**config.mk**
```make
export PLATFORM = sky130hd
export DESIGN_NAME = clk_div_prog
export DESIGN_NICKNAME = d
export VERILOG_FILES = /design/src/rtl/clk_div_pkg.sv /design/src/rtl/clk_div_duty_out.sv /design/src/rtl/clk_div_prog.sv
export SDC_FILE = /design/constraint.sdc
export NUM_CORES = 1
export LEC_CHECK = 0
export ABC_AREA = 1
export CAP_MARGIN = 15
export CORE_MARGIN = 2
export CORE_UTILIZATION = 54
export DETAILED_ROUTE_END_ITERATION = 12
export MAX_ROUTING_LAYER = met4
export PLACE_DENSITY_LB_ADDON = 0.2
export SETUP_SLACK_MARGIN = 0.4
export SLEW_MARGIN = 20
export SYNTH_ARGS = -nofsm -noshare
export SYNTH_HDL_FRONTEND = slang
export SYNTH_HIERARCHICAL = 1
export SYNTH_SLANG_ARGS = --single-unit
export TNS_END_PERCENT = 30
```
**constraint.sdc**
```tcl
create_clock -name clk -period 7.44 [get_ports clk]
set_input_delay 1.488 -clock clk [delete_from_list [all_inputs] [get_ports clk]]
set_output_delay 1.488 -clock clk [all_outputs]
set_load 0.01 [all_outputs]
```
**src/rtl/clk_div_pkg.sv**
```systemverilog
// clk_div_pkg: shared state type and divisor limits for the programmable clock divider
package clk_div_pkg;
  typedef enum logic {IDLE, RUN} clk_div_state_t;
  localparam int DIV_MIN = 2;
endpackage

```
**src/rtl/clk_div_duty_out.sv**
```systemverilog
// clk_div_duty_out: dual-edge output stage producing a 50% duty clock for odd and even divisors
module clk_div_duty_out (
  input  logic clk,
  input  logic rst,
  input  logic pos_d,
  input  logic odd,
  output logic clk_out
);
  logic pos_q;
  logic neg_q;
  // posedge phase flop, high for the first H cycles of each period
  always_ff @(posedge clk) pos_q <= rst ? 1'b0 : pos_d;
  // half-cycle delayed copy; no reset needed because pos_q gates it low
  always_ff @(negedge clk) neg_q <= pos_q;
  assign clk_out = odd ? (pos_q & neg_q) : pos_q;
endmodule

```
**src/rtl/clk_div_prog.sv**
```systemverilog
// clk_div_prog: runtime-programmable integer clock divider with boundary-synchronous divisor change
module clk_div_prog
  import clk_div_pkg::*;
#(
  parameter int DIV_W   = 8,
  parameter int DEF_DIV = 7
) (
  input  logic             clk,
  input  logic             rst,
  input  logic             en,
  input  logic             div_load,
  input  logic [DIV_W-1:0] div_in,
  output logic             div_err,
  output logic             div_pend,
  output logic [DIV_W-1:0] div_cur,
  output logic             tick,
  output logic             clk_out
);
  clk_div_state_t state, state_next;
  logic [DIV_W-1:0] cnt, cnt_next, pend_val, div_cur_next;
  logic [DIV_W:0]   h;
  logic             wrap, xfer, load_ok, pos_d;
  // next-state, counter, divisor transfer and phase decode
  always_comb begin
    state_next   = en ? RUN : IDLE;
    wrap         = (state == RUN) && (cnt == div_cur - 1'b1);
    cnt_next     = (state == RUN && en && !wrap) ? cnt + 1'b1 : '0;
    xfer         = div_pend && en && (state == IDLE || wrap);
    div_cur_next = xfer ? pend_val : div_cur;
    load_ok      = div_load && (div_in >= DIV_W'(DIV_MIN));
    h            = ({1'b0, div_cur_next} + (DIV_W+1)'(1)) >> 1;
    pos_d        = (state_next == RUN) && ({1'b0, cnt_next} < h);
  end
  // state, counter, divisor and pending-request registers
  always_ff @(posedge clk) begin
    if (rst) begin
      state    <= IDLE;
      cnt      <= '0;
      div_cur  <= DIV_W'(DEF_DIV);
      pend_val <= DIV_W'(DEF_DIV);
      div_pend <= 1'b0;
      div_err  <= 1'b0;
    end else begin
      state    <= state_next;
      cnt      <= cnt_next;
      div_cur  <= div_cur_next;
      pend_val <= load_ok ? div_in : pend_val;
      div_pend <= load_ok ? 1'b1 : (xfer ? 1'b0 : div_pend);
      div_err  <= div_load && !load_ok;
    end
  end
  assign tick = (state == RUN) && (cnt == '0);
  clk_div_duty_out u_duty (
    .clk    (clk),
    .rst    (rst),
    .pos_d  (pos_d),
    .odd    (div_cur[0]),
    .clk_out(clk_out)
  );
endmodule

```
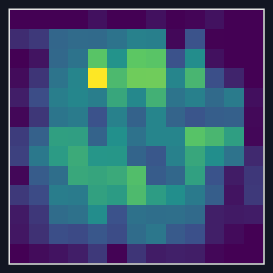
run_1/route_heat.png
(4 px per um) The die is cut into 13 by 13 equal tiles; dark purple is low, yellow is high, scaled to the fullest tile. Values are wire area over tile area, all layers added.
nearly empty tiles	15%
mean over tiles	0.16
tiles over half the peak	18%
fullest tile	0.56

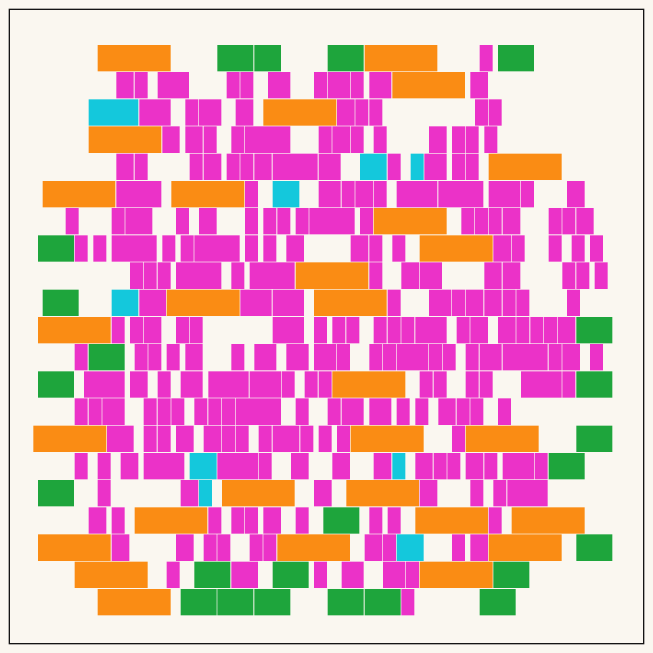
run_1/class_map.png
(10 px per um)
class	color	cells
remaining buffers and delay cells	green	24
clock drivers and dummy loads	cyan	9
registers	orange	29
remaining logic cells	magenta	257
final design instance area without fill: 2230 sq um
number of standard-cell rows in the floorplan: 21
Core Footprint: 3360 sq um

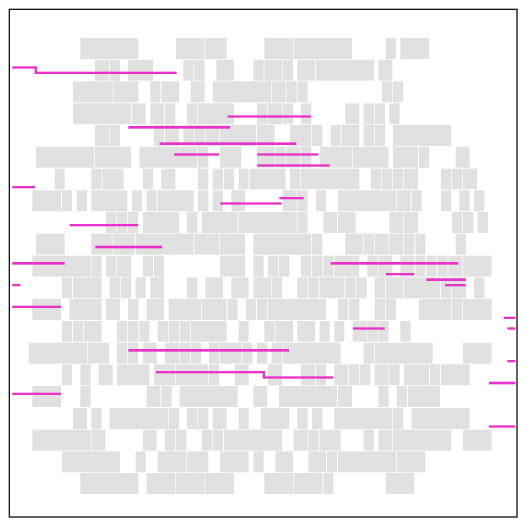
run_1/m3.png
(8 px per um)
nets with wire on the layer	25
longest straight run	19.8 um

==> flow_summary.yaml, run 1 <==
# synthesis and place-and-route metrics
run_status:
  status: "finished, final reports clean"
critical_path:
  cp_num_buf_inv: 1
  worst-r2r-setup-slack_ns: 3.31
  regToRegStartpoint: "u_duty/pos_q$_SDFF_PP0_"
  max_stage_delay_ns: 0.52
  timing.critical_path.cells: "nand3_1 > nand2_1 > clkdlybuf4s50_1"
  critical_path_class: "reg -> out"
yosys:
  synthTopCellsByCount: "sky130_fd_sc_hd__nand2_1, sky130_fd_sc_hd__nor2_1, sky130_fd_sc_hd__inv_1"
  synthMostInstantiatedCell: "sky130_fd_sc_hd__nand2_1"
  postSynth.topFlopCell: "sky130_fd_sc_hd__dfxtp_1"
  seq_share_synth: 0.306
  top_area_cells_in_the_synthesized_netlist: "sky130_fd_sc_hd__dfxtp_1, sky130_fd_sc_hd__nand2_1, sky130_fd_sc_hd__nor2_1"
  distinct_cells_synth: 28
  synthCells: 291
  simple_gate_share: 0.442
flow_run:
  stage_log_warnings: 28
power_and_ir_drop:
  clock_power_share: 0.301
  p_int_uw: 236
  fin_total_pwr_uw: 335
  power.density_cell_area_nw_per_um2: 150
  power.net_switching_uw: 99.4
clock_network:
  clkSlewWorstSetupHoldPaths_ns: 0.09
  max-clock-path-buffers: 2
  cts-resized-gates: 0
  clock.latency.late_pin_ns: 0.38
  number_of_buffers_added_by_the_clock_tree_synthesis_step: 5
  cts_htree_levels: 2
drt:
  met2RoutedLength_um: 1850
  detail_route.first_pass.iterations: 5
  route.layer.met1.wl_um: 2050
  num_vias: 1863
  drt-vias-per-instance: 5.10
  met3RoutedLength_um: 209
sta:
  finalSetupViolations: 0
  hold_viol: 0
  totalNegativeSetupSlack_ns: 0
  whs_ns: 0.455
  skew_ns: 0.0504
  max_slew_margin: 0.681
worst_hold_path:
  hold-path-cell-count: 2
  min_path_type: "reg -> reg"
placed_design:
  dp_worst_setup_slack_ns: 1.28
  hpwlAfterDp_um: 3340
  finalWeightedCongestion: 0.879
  port_buffers: 23
layout:
  layout-area-overhead-vs-synth_pct: 17.5
  utilization: 0.663
  antennaDiodeCount: 0
global_route:
  grt.met3_usage: 0.0554
floorplan:
  die_x_um: 63.3
## run 1: layout make-up
cell class	instances	area (sq um)
clock inverters	2	7.51
clock buffers	7	55.1
repair buffers	24	238
fillers	326	1130
well taps	46	57.6
multi-input cells	217	1140
inverters	40	150
flip-flops and latches	29	581
## run 1: worst max path at each step
stage                              start  endpoint  slack [ns]  depth (start not counted)
floorplan           u_duty/neg_q$_DFF_N_   clk_out        1.79                          2
global placement    u_duty/neg_q$_DFF_N_   clk_out        1.31                          3
detailed placement  u_duty/neg_q$_DFF_N_   clk_out        1.28                          3
CTS                 u_duty/neg_q$_DFF_N_   clk_out        0.88                          3
global route        u_duty/neg_q$_DFF_N_   clk_out        0.80                          3
finish              u_duty/neg_q$_DFF_N_   clk_out        0.89                          3
## run 1: cells in the final DEF, fill, tap and decap left out, drive strengths merged
| master | netlist | layout |
|---|---|---|
| nand2 | 88 | 88 |
| or4 | 1 | 1 |
| xnor2 | 3 | 3 |
| o21ai | 9 | 9 |
| xor2 | 6 | 6 |
| nor2 | 44 | 44 |
| buf | 1 | 1 |
| and3 | 1 | 1 |
| clkbuf | 3 | 7 |
| clkdlybuf4s50 | 0 | 23 |
| a21oi | 6 | 6 |
| nor3 | 8 | 8 |
| inv | 38 | 39 |
| ha | 11 | 11 |
| a211oi | 1 | 1 |
| clkinv | 3 | 3 |
| dfxtp | 29 | 29 |
| nand3b | 3 | 3 |
| nand3 | 27 | 27 |
| nor4 | 6 | 6 |
| nand4 | 2 | 2 |
| or2 | 1 | 1 |
## run 1: worst min-delay path, stage by stage (launching register included)
cell	delay, ns
sky130_fd_sc_hd__dfxtp_1	0.32
sky130_fd_sc_hd__nand2_1	0.06
sky130_fd_sc_hd__nand2_1	0.04
==> run 2: changes to the inputs <==
ABC_AREA = 0   (was 1)
CORE_MARGIN = 5   (was 2)
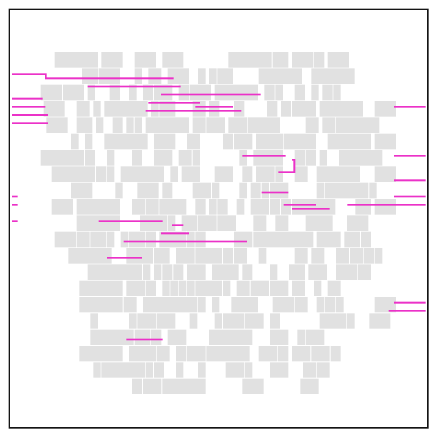
run_2/m3.png
(6 px per um)
main direction	horizontal
wire length on this layer	231 um
nets with wire on the layer	27
share of all routed wire	5.7%

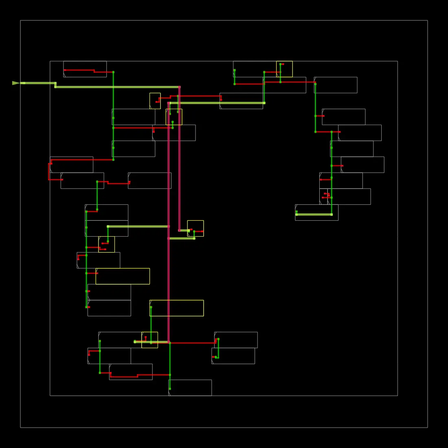
run_2/clock_nets.png
number of buffers added by the clock tree synthesis step: 5
setup clock skew after layout: 0.0415 ns

==> run 2 against run 1 <==
  * Sequential power about the same
  * Count of clock-buffer cells in the layout did not move
  * Critical endpoint unchanged
  * Clock skew fell by 0.0088 ns
  * Via count is 12% lower
  * Critical path type unchanged
  * Register-to-register slack got worse by 0.11 ns
  * First-iteration DRC count is 27% lower
  * Critical path depth unchanged
  * Clock power is 36% higher
  * Routed wire length fell by 2.1%
  * Die size increased by 21%
  * Cell area fell by 0.51%
  * Non-clock buffer count fell by 1
==> flow_summary.yaml, run 2 <==
# synthesis and place-and-route metrics
drt:
  num_vias: 1648
  met2RoutedLength_um: 1750
  met3RoutedLength_um: 230
  drt-vias-per-instance: 5.49
  drcViolationCount: 0
  detail_route.first_pass.iterations: 4
clock_network:
  cts_htree_levels: 2
  max-clock-path-buffers: 2
  cts-root-buf: "sky130_fd_sc_hd__clkbuf_4"
  clock.latency.late_pin_ns: 0.38
  cts-resized-gates: 0
  clkSlewWorstSetupHoldPaths_ns: 0.10
placed_design:
  finalWeightedCongestion: 0.837
  port_buffers: 23
layout:
  lay_top_cells: "sky130_fd_sc_hd__dfxtp_1, sky130_fd_sc_hd__nand2_1, sky130_fd_sc_hd__nor2_1"
  layout_top_cell: "sky130_fd_sc_hd__dfxtp_1"
  layout-area-overhead-vs-synth_pct: 16.0
  antennaDiodeCount: 0
run_status:
  status: "finished, final reports clean"
sta:
  hold_viol: 0
  rsz_0062_raised_after_global_routing: "false"
  finalSetupViolations: 0
  max_slew_margin: 0.556
  totalNegativeSetupSlack_ns: 0
yosys:
  synthCells: 235
  synth-cells-yosys: 235
  synthTopCellsByCount: "sky130_fd_sc_hd__dfxtp_1, sky130_fd_sc_hd__nand2_1, sky130_fd_sc_hd__nor2_1"
  top_area_cells_in_the_synthesized_netlist: "sky130_fd_sc_hd__dfxtp_1, sky130_fd_sc_hd__ha_1, sky130_fd_sc_hd__xnor2_1"
  seq_share_synth: 0.303
  netlist_area_sq_um: 1910
critical_path:
  timing.critical_path.cells: "inv_1 > a21boi_1 > clkdlybuf4s50_1"
  regToRegStartpoint: "div_cur[0]$_SDFF_PP1_"
  max_stage_delay_ns: 0.54
  setup.worst_path.start: "u_duty/neg_q$_DFF_N_"
  worst-r2r-setup-slack_ns: 3.20
  worstPathMaxFanout: 1
floorplan:
  die_x_um: 69.5
  design.core.area_sq_um: 3390
  fp-row-count: 21
flow_run:
  stage_log_warnings: 28
worst_hold_path:
  hold-path-cell-count: 2
  min_path_type: "reg -> reg"
power_and_ir_drop:
  fin_total_pwr_uw: 348
  power.density_cell_area_nw_per_um2: 157
-- run 2: where the power goes --
part	internal [uW]	switching, uW	total, uW
clock network	77.7	59.0	137
registers	161	7.50	168
logic	22.5	20.6	43.1
-- run 2: layer usage --
layer  track usage  up-vias
li1              -      851
met1         0.235      748
met2         0.274       43
met3        0.0406        6
met4        0.0716        0
met5             -        -
-- run 2: worst max-delay path: cells and delay by family, from the launching register on --
family / cells / cell delay, ns
AOI/OAI and AO/OA: 1 / 0.11
DFF: 1 / 0.29
buffers and inverters: 2 / 0.57
-- run 2: cell type report --
type / count / area (sq um)
multi-input combinational: 186 / 1230
fill: 298 / 1170
sequential: 29 / 581
timing repair buffer: 23 / 230
clock buffer: 7 / 87.6
tap: 46 / 57.6
inverter: 7 / 26.3
clock inverter: 2 / 8.76
-- run 2: final timing paths --
check | to
max | clk_out
min | div_pend$_SDFFE_PP0P_
max reg2reg | u_duty/pos_q$_SDFF_PP0_
min reg2reg | div_pend$_SDFFE_PP0P_
-- run 2: cells by family after synthesis --
family | synth area share
buffers and inverters | 0.0549
AOI/OAI and AO/OA | 0.119
and+or+nand+nor | 0.303
muxes | 0.0281
xor gates and xnor gates | 0.119
adders and majority gates | 0.0719
DFF | 0.303
-- run 2: stage by stage --
step / cell area, sq um / util / hold WS, ns / std cells / setup slack (ns)
CTS: 2220 / 0.654 / 0.500 / 300 / 0.872
global placement: 2130 / 0.627 / 0.479 / 292 / 1.27
global route: 2220 / 0.654 / 0.554 / 300 / 0.849
detailed placement: 2130 / 0.627 / 0.479 / 292 / 1.27
floorplan: 1910 / - / 0.469 / 235 / 1.72
finish: 2220 / 0.654 / 0.498 / 300 / 0.880
No activity file was given, so power comes from the tool's default toggle rates.
